==> images/m3.png <==
Scale bar: 20 µm.
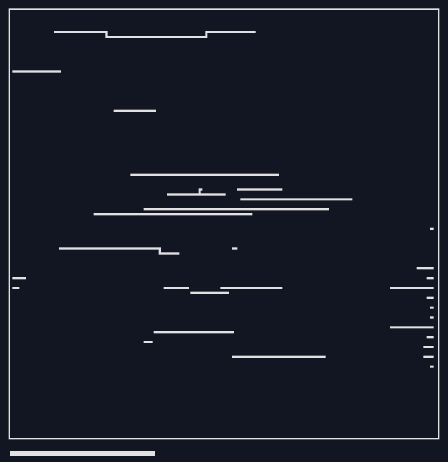
==> images/m2.png <==
Cells faint in the background.
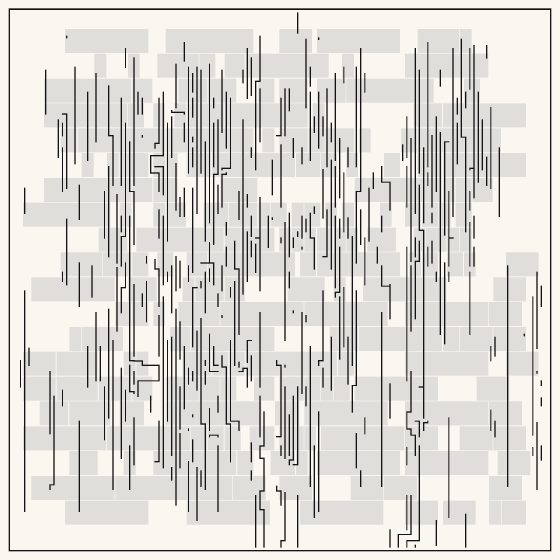
==> images/placed.png <==
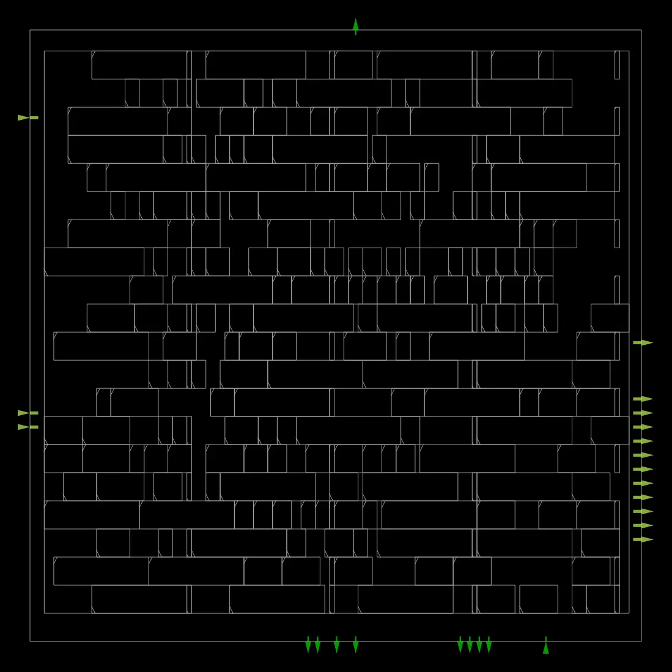
==> images/port_trees.png <==
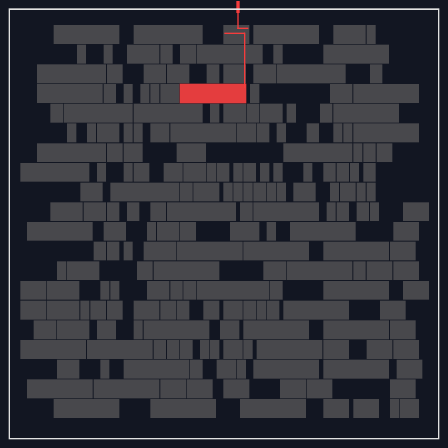
==> images/class_map.png <==
Fill, decap, tap and diode cells in grey.
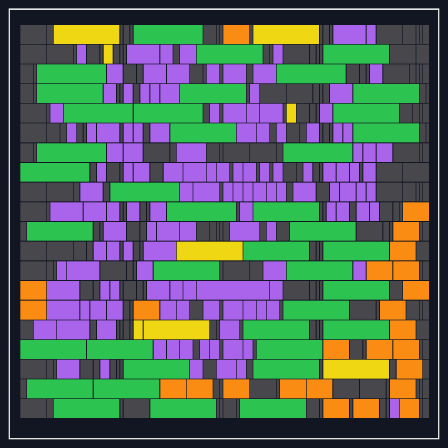
==> config.mk <==
export PLATFORM = sky130hd
export DESIGN_NAME = bringup_pin_driver
export DESIGN_NICKNAME = d
export VERILOG_FILES = /design/src/rtl/bringup_pin_driver.sv
export SDC_FILE = /design/constraint.sdc
export NUM_CORES = 1
export LEC_CHECK = 0
export CORE_UTILIZATION = 58
export CTS_BUF_LIST = sky130_fd_sc_hd__clkbuf_16
export DETAILED_ROUTE_END_ITERATION = 10
export PLACE_DENSITY = 0.88
export SLEW_MARGIN = 20
export SYNTH_ARGS = -nofsm -noshare
export SYNTH_HDL_FRONTEND = slang
export SYNTH_SLANG_ARGS = --single-unit
==> constraint.sdc <==
create_clock -name clock -period 5.6 [get_ports clock]
set_input_delay 0.84 -clock clock [delete_from_list [all_inputs] [get_ports clock]]
set_output_delay 0.84 -clock clock [all_outputs]
set_load 0.02 [all_outputs]
==> impl_metrics.tcl <==
# yosys + openroad results
set metrics [dict create \
    hold_slack_ps 480 \
    drc 0 \
    status "finished, final reports clean" \
    htree_levels 2 \
    buffers_excl_clock 25 \
    chip_area_um2 3500 \
    clk_pin_slew_worst_paths_ps 50 \
    lay_top_count "dfrtp_1" \
    layout_setup_ws_ps 2520 \
    hold_path_class "flop to flop" \
    seq_area_um2 988 \
    finalSetupViolCount 0 \
    ant_nets 0 \
    fp_util 0.615 \
    grt_max_degree 40 \
    grt_first_pass_wirelength_um 6610 \
    inv_count 11 \
    cp-end-kind "flop" \
    cts_buffer_depth 2 \
    ys_cells 186 \
    clk_share 0.0604 \
    fmax_mhz 324 \
    pg_seq_mw 0.293 \
    yosysWarningCount 0 \
    root_buffer "clkbuf_16" \
    avgViaCountPerCell 5.69 \
    cts_tree "yes" \
    max_cap_violations 0 \
    ys.flop_type "dfrtp_1" \
    hold_viol 0 \
]
About m3.png:
The wires run mostly horizontal. The layer holds 5.7% of the routed length. The longest straight run is 25.3 µm. The layer carries 217 µm of wire.
final wirelength: 3840 µm
Global Route met3 Usage: 0.0742
routed vias: 1433

About m2.png:
The longest straight run is 24.1 µm. The wires run mostly vertical. 187 nets have wire on it.
global-route met2 utilization: 0.398

About placed.png:
Rows: 20
Tap Cells: 44
core area: 3080 µm²
Layout Cells excl Fill: 252
FILL cells: 216

About port_trees.png:
Key: walk_done_o = red [bits 1, direction output, edge top, end cells 1, buffers 1, wire 13.8 µm]
IO buf count: 24
# IOs: 25

About class_map.png:
Key: clock drivers and dummy loads = yellow [cells 8, share of their area 6.2%]; registers = green [cells 39, share of their area 45%]; remaining logic cells = purple [cells 136, share of their area 38%]; remaining buffers and delay cells = orange [cells 25, share of their area 11%]
fin util: 0.733
final instance area: 2260 µm²
sequential share of cell area: 0.438

-- kinds of logic after synthesis --
logic type	Yosys count	synth area share
simple gates	69	0.185
flops	39	0.522
compound gates	38	0.132
buf+inv	22	0.0621
xor+xnor	10	0.0462
fa+ha+maj	8	0.0528
-- routing by layer --
| metal | GRT usage | wire (µm) | up-vias |
|---|---|---|---|
| met2 | 0.398 | 1830 | 45 |
| li1 | - | - | 686 |
| met4 | 0.119 | 69 | 0 |
| met5 | 0 | 0 | - |
| met3 | 0.0742 | 217 | 6 |
| met1 | 0.361 | 1730 | 696 |
-- critical path, stage by stage, from the launching register on --
cell	delay [ps]
dfstp_2	380
inv_1	60
ha_1	170
or3b_2	540
or4_4	600
nor3_2	320
o21ai_0	130
a21oi_1	340
inv_1	170
o31ai_1	270
